===== config.mk =====
export PLATFORM = sky130hd
export DESIGN_NAME = measure_rd
export DESIGN_NICKNAME = d
export VERILOG_FILES = /design/src/rtl/measure_rd.sv
export SDC_FILE = /design/constraint.sdc
export NUM_CORES = 1
export LEC_CHECK = 0
export CORE_ASPECT_RATIO = 1.75
export CORE_MARGIN = 2
export CORE_UTILIZATION = 55
export CTS_CLUSTER_DIAMETER = 30
export DETAILED_ROUTE_END_ITERATION = 7
export HOLD_SLACK_MARGIN = 0.05
export PLACE_DENSITY_LB_ADDON = 0.2
export SLEW_MARGIN = 10
export SYNTH_ARGS = -nofsm -noshare
export SYNTH_HDL_FRONTEND = slang
export SYNTH_SLANG_ARGS = --single-unit

===== constraint.sdc =====
create_clock -name clk_i -period 9.34 [get_ports clk_i]
set_input_delay 1.401 -clock clk_i [delete_from_list [all_inputs] [get_ports clk_i]]
set_output_delay 1.401 -clock clk_i [all_outputs]
set_load 0.01 [all_outputs]

===== src/rtl/measure_rd.sv =====
// measure_rd: consumer end of the measure result-write interface.
// Buffers 64-bit result words in a DEPTH-entry FIFO. The bus side drains
// them through a word-serial 32-bit request/acknowledge read port.
// Optional feature macro: MEASURE_RD_TS_EN. When it is defined, each entry
// carries a 32-bit cycle timestamp, which is read back as a third word.
module measure_rd #(
  parameter int DEPTH = 8,
  localparam int AW = $clog2(DEPTH)
) (
  input  logic          clk_i,
  input  logic          rst_n_i,
  input  logic          reg_wr_en_i,
  input  logic [63:0]   reg_wr_data_i,
  input  logic          rd_req_i,
  output logic [31:0]   rd_data_o,
  output logic          rd_ack_o,
  output logic          rd_err_o,
  input  logic          clr_i,
  output logic [AW:0]   level_o,
  output logic          empty_o,
  output logic          full_o,
  output logic          ovf_o
);

`ifdef MEASURE_RD_TS_EN
  localparam int EW = 96;
`else
  localparam int EW = 64;
`endif

  localparam logic [AW:0] DEPTH_L = (AW+1)'(DEPTH);

  typedef enum logic [1:0] {PH_LO = 2'd0, PH_HI = 2'd1, PH_TS = 2'd2} phase_e;

`ifdef MEASURE_RD_TS_EN
  localparam phase_e PH_LAST = PH_TS;
`else
  localparam phase_e PH_LAST = PH_HI;
`endif

  logic [EW-1:0] mem_q [DEPTH];

  logic [AW-1:0] wr_ptr_q, wr_ptr_d;
  logic [AW-1:0] rd_ptr_q, rd_ptr_d;
  logic [AW:0]   level_q, level_d;
  phase_e        phase_q, phase_d;
  logic [31:0]   rd_data_q, rd_data_d;
  logic          rd_ack_q, rd_ack_d;
  logic          rd_err_q, rd_err_d;
  logic          empty_q, empty_d;
  logic          full_q, full_d;
  logic          ovf_q, ovf_d;

  logic [EW-1:0] head;
  logic [EW-1:0] wr_entry;
  logic          is_empty;
  logic          pop;
  logic          wr_acc;

`ifdef MEASURE_RD_TS_EN
  logic [31:0] cnt_q, cnt_d;
  assign wr_entry = {cnt_q, reg_wr_data_i};
`else
  assign wr_entry = reg_wr_data_i;
`endif

  assign head     = mem_q[rd_ptr_q];
  assign is_empty = (level_q == '0);
  // A pop on the final word frees a slot, so a write arriving in the same cycle
  // is accepted even when the FIFO is full.
  assign pop      = rd_req_i && !is_empty && !clr_i && (phase_q == PH_LAST);
  assign wr_acc   = reg_wr_en_i && !clr_i && ((level_q != DEPTH_L) || pop);

  // Entry storage. It has no reset; validity is tracked by the level counter.
  always_ff @(posedge clk_i) begin
    if (wr_acc) begin
      mem_q[wr_ptr_q] <= wr_entry;
    end
  end

  // Next-state logic for the pointers, level, read phase, read port and status.
  always_comb begin
    wr_ptr_d  = wr_ptr_q;
    rd_ptr_d  = rd_ptr_q;
    level_d   = level_q;
    phase_d   = phase_q;
    rd_data_d = rd_data_q;
    rd_ack_d  = 1'b0;
    rd_err_d  = 1'b0;
    ovf_d     = ovf_q;
`ifdef MEASURE_RD_TS_EN
    cnt_d     = cnt_q + 32'd1;
`endif
    if (clr_i) begin
      wr_ptr_d = '0;
      rd_ptr_d = '0;
      level_d  = '0;
      phase_d  = PH_LO;
      ovf_d    = 1'b0;
    end else begin
      if (wr_acc) begin
        wr_ptr_d = wr_ptr_q + 1'b1;
      end else if (reg_wr_en_i) begin
        ovf_d = 1'b1;
      end
      if (rd_req_i) begin
        rd_ack_d = 1'b1;
        if (is_empty) begin
          rd_data_d = '0;
          rd_err_d  = 1'b1;
        end else begin
          case (phase_q)
            PH_LO: begin
              rd_data_d = head[31:0];
              phase_d   = PH_HI;
            end
            PH_HI: begin
              rd_data_d = head[63:32];
`ifdef MEASURE_RD_TS_EN
              phase_d   = PH_TS;
`else
              phase_d   = PH_LO;
              rd_ptr_d  = rd_ptr_q + 1'b1;
`endif
            end
`ifdef MEASURE_RD_TS_EN
            PH_TS: begin
              rd_data_d = head[95:64];
              phase_d   = PH_LO;
              rd_ptr_d  = rd_ptr_q + 1'b1;
            end
`endif
            default: phase_d = PH_LO;
          endcase
        end
      end
      case ({wr_acc, pop})
        2'b10:   level_d = level_q + 1'b1;
        2'b01:   level_d = level_q - 1'b1;
        default: level_d = level_q;
      endcase
    end
    empty_d = (level_d == '0);
    full_d  = (level_d == DEPTH_L);
  end

  // State registers, cleared by the asynchronous reset.
  always_ff @(posedge clk_i or negedge rst_n_i) begin
    if (!rst_n_i) begin
      wr_ptr_q  <= '0;
      rd_ptr_q  <= '0;
      level_q   <= '0;
      phase_q   <= PH_LO;
      rd_data_q <= '0;
      rd_ack_q  <= 1'b0;
      rd_err_q  <= 1'b0;
      empty_q   <= 1'b1;
      full_q    <= 1'b0;
      ovf_q     <= 1'b0;
`ifdef MEASURE_RD_TS_EN
      cnt_q     <= '0;
`endif
    end else begin
      wr_ptr_q  <= wr_ptr_d;
      rd_ptr_q  <= rd_ptr_d;
      level_q   <= level_d;
      phase_q   <= phase_d;
      rd_data_q <= rd_data_d;
      rd_ack_q  <= rd_ack_d;
      rd_err_q  <= rd_err_d;
      empty_q   <= empty_d;
      full_q    <= full_d;
      ovf_q     <= ovf_d;
`ifdef MEASURE_RD_TS_EN
      cnt_q     <= cnt_d;
`endif
    end
  end

  assign rd_data_o = rd_data_q;
  assign rd_ack_o  = rd_ack_q;
  assign rd_err_o  = rd_err_q;
  assign level_o   = level_q;
  assign empty_o   = empty_q;
  assign full_o    = full_q;
  assign ovf_o     = ovf_q;

endmodule


run_1/sizes.png
Scale bar: 50 um.
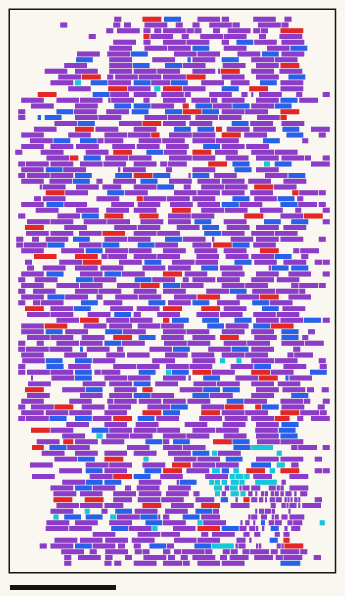
purple -> _0 and _1 cells  # cells 778, share 73%
cyan -> _3 and _4 cells  # cells 36, share 3.4%
blue -> _2 cells  # cells 171, share 16%
red -> _6 and larger  # cells 85, share 7.9%

run_1/clocks.png
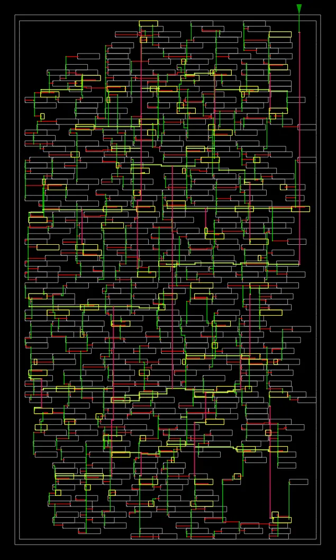
clock sinks: 560
number of buffers created by CTS: 60
Clk Latency, worst-skew pair: 580 ps
CLK BUF: 72

==> results.ini, run 1 <==
[status]
outcome = completed

[clock_network]
clock-root-buffer = clkbuf_16
htreeDepth = 2
holdBufCountCts = 0

[detailed_routing]
drt-initial-drc-count = 664
wl_met3_um = 2060
firstDrtPassIters = 5
wl_um = 40100

[final_layout]
fillers = 2502
clock_area_share_pct = 8.29
largest_reg_flops = 512
sh_seq_area_pct = 66.5
non_clock_buffer_area_share_pct = 4.86

[timing]
layout_min_cycle_time_ps = 4660

[global_route]
gr-total-overflow = 0
grt_max_degree = 104

[place]
dp.cells = 1445

[floorplan]
chipArea_um2 = 40300

[synth]
ys_sh_adder_pct = 0.330
top_cell = edfxtp_1
top_cells_by_count = edfxtp_1, mux4_2, dfrtp_1
ys_top_logic_family = multiplexers
ys_seq_share_pct = 78.0
synthesis.nets = 955

[min_path]
min_to = rd_data_o[26]

[critical_path]
critical_path_buf_inv_count = 2
worstSetupStartpointType = input pin
crit_family = simple AND/OR/NAND/NOR gates
endpoint_kind = flop
path_depth = 7

run_1/clk_routes.png
Scale bar: 50 um.
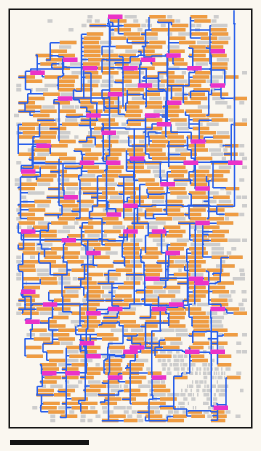
orange -> flip-flops  # count 560
blue -> clock wires  # length 5,920 um
magenta -> clock drivers  # count 60
flops lie = all over the die

run_1/flops_by_reg.png
Scale bar: 50 um. Other sequential cells in the stronger grey, the rest of the logic in the fainter grey.
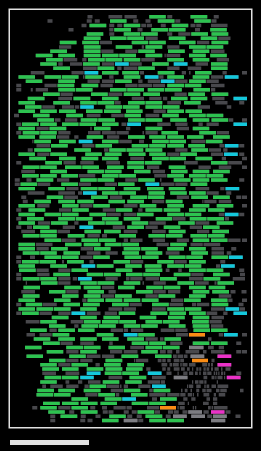
orange -> rd_ptr_q  # sequential cells 3
green -> mem_q  # sequential cells 512, where all over the die
cyan -> rd_data_o  # sequential cells 32, where all over the die
magenta -> level_o  # sequential cells 4, where bottom right

run_1/detail.png
Window x 99 to 129, y 51 to 81 um. Cells in grey, sequential cells in the stronger grey; small squares are vias.
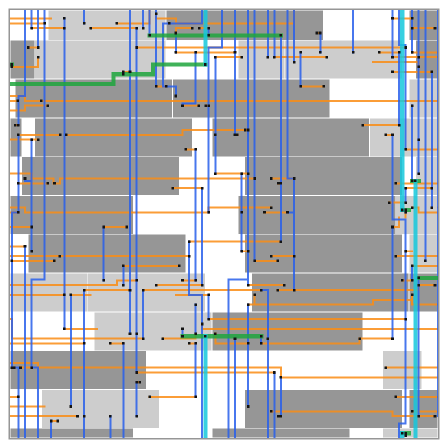

==> run 2: changes to the inputs <==
==> constraint.sdc (replaced) <==
create_clock -name clk_i -period 4.7 [get_ports clk_i]
set_input_delay 0.705 -clock clk_i [delete_from_list [all_inputs] [get_ports clk_i]]
set_output_delay 0.705 -clock clk_i [all_outputs]
set_load 0.01 [all_outputs]
run_2/detail.png
Window x 99 to 129, y 51 to 81 um. Cells in grey, sequential cells in the stronger grey; small squares are vias.
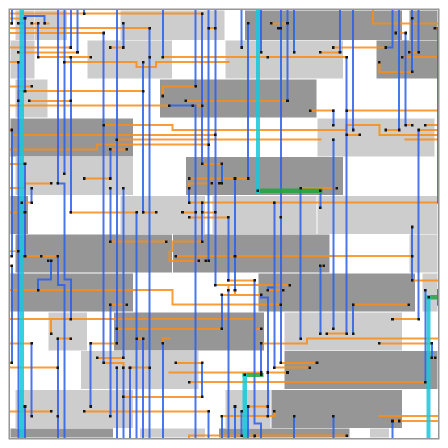
green -> metal 3
orange -> metal 1
cyan -> metal 4
blue -> metal 2
cells with their middle in the window = 28
sequential cells in the window = 11
most frequent = edfxtp_1 (9), mux4_2 (6)
netlist names of flops here include = mem_q (9)

==> run 2 against run 1 <==
Flip-flop count unchanged; non-clock buffer count increased by 10; clock skew increased by 5.9 ps; clock power increased by 99%; global-route usage increased by 0.69 points; largest cell class unchanged; worst setup slack got worse by 3100 ps; via count increased by 0.37%; highest routed layer unchanged; total power increased by 99%; clock-buffer cell count decreased by 2.
==> results.ini, run 2 <==
[synth]
top_cells_by_count = edfxtp_1, mux4_2, dfrtp_1
ys_types = 40
synthesis.nets = 955
yosysWarnings = 0
ys_sh_adder_pct = 0.330
ys_top_logic_family = multiplexers
top_cell = edfxtp_1

[clock_network]
clock_latency_ps = 600
cts_buffers = 61
clock-root-buffer = clkbuf_16
holdBufCountCts = 0
path_clk_slew_ps = 70
htreeDepth = 2
clock-sinks = 560

[global_route]
gr-total-overflow = 0
grt_max_degree = 65

[critical_path]
worstSetupStartpointType = flop
path_depth = 9
endpoint_kind = flop
crit_family = simple AND/OR/NAND/NOR gates
critical_path_buf_inv_count = 1

[final_layout]
largest_reg_flops = 512
non_clock_buffer_area_share_pct = 5.32
comb_area_um2 = 4480
num-clock-buffers = 70

[floorplan]
chipArea_um2 = 40300

[detailed_routing]
firstDrtPassIters = 5
drt-initial-drc-count = 712

[status]
outcome = completed

[place]
dp.cells = 1455

run_2/flops_by_reg.png
Scale bar: 50 um. Other sequential cells in the stronger grey, the rest of the logic in the fainter grey.
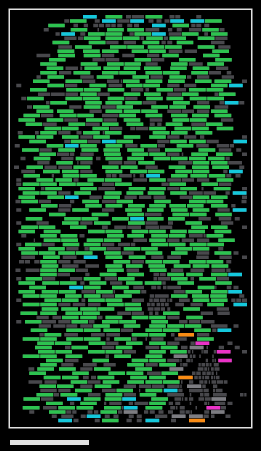
cyan -> rd_data_o  # sequential cells 32, where all over the die
magenta -> level_o  # sequential cells 4, where bottom right
orange -> rd_ptr_q  # sequential cells 3
green -> mem_q  # sequential cells 512, where all over the die
not coloured = 9
flop share of the area: 66.0%
register area: 16,600 um2
post-route core utilization: 65.6%
sequential power: 0.00567 W

Power and IR drop assume default switching activity.
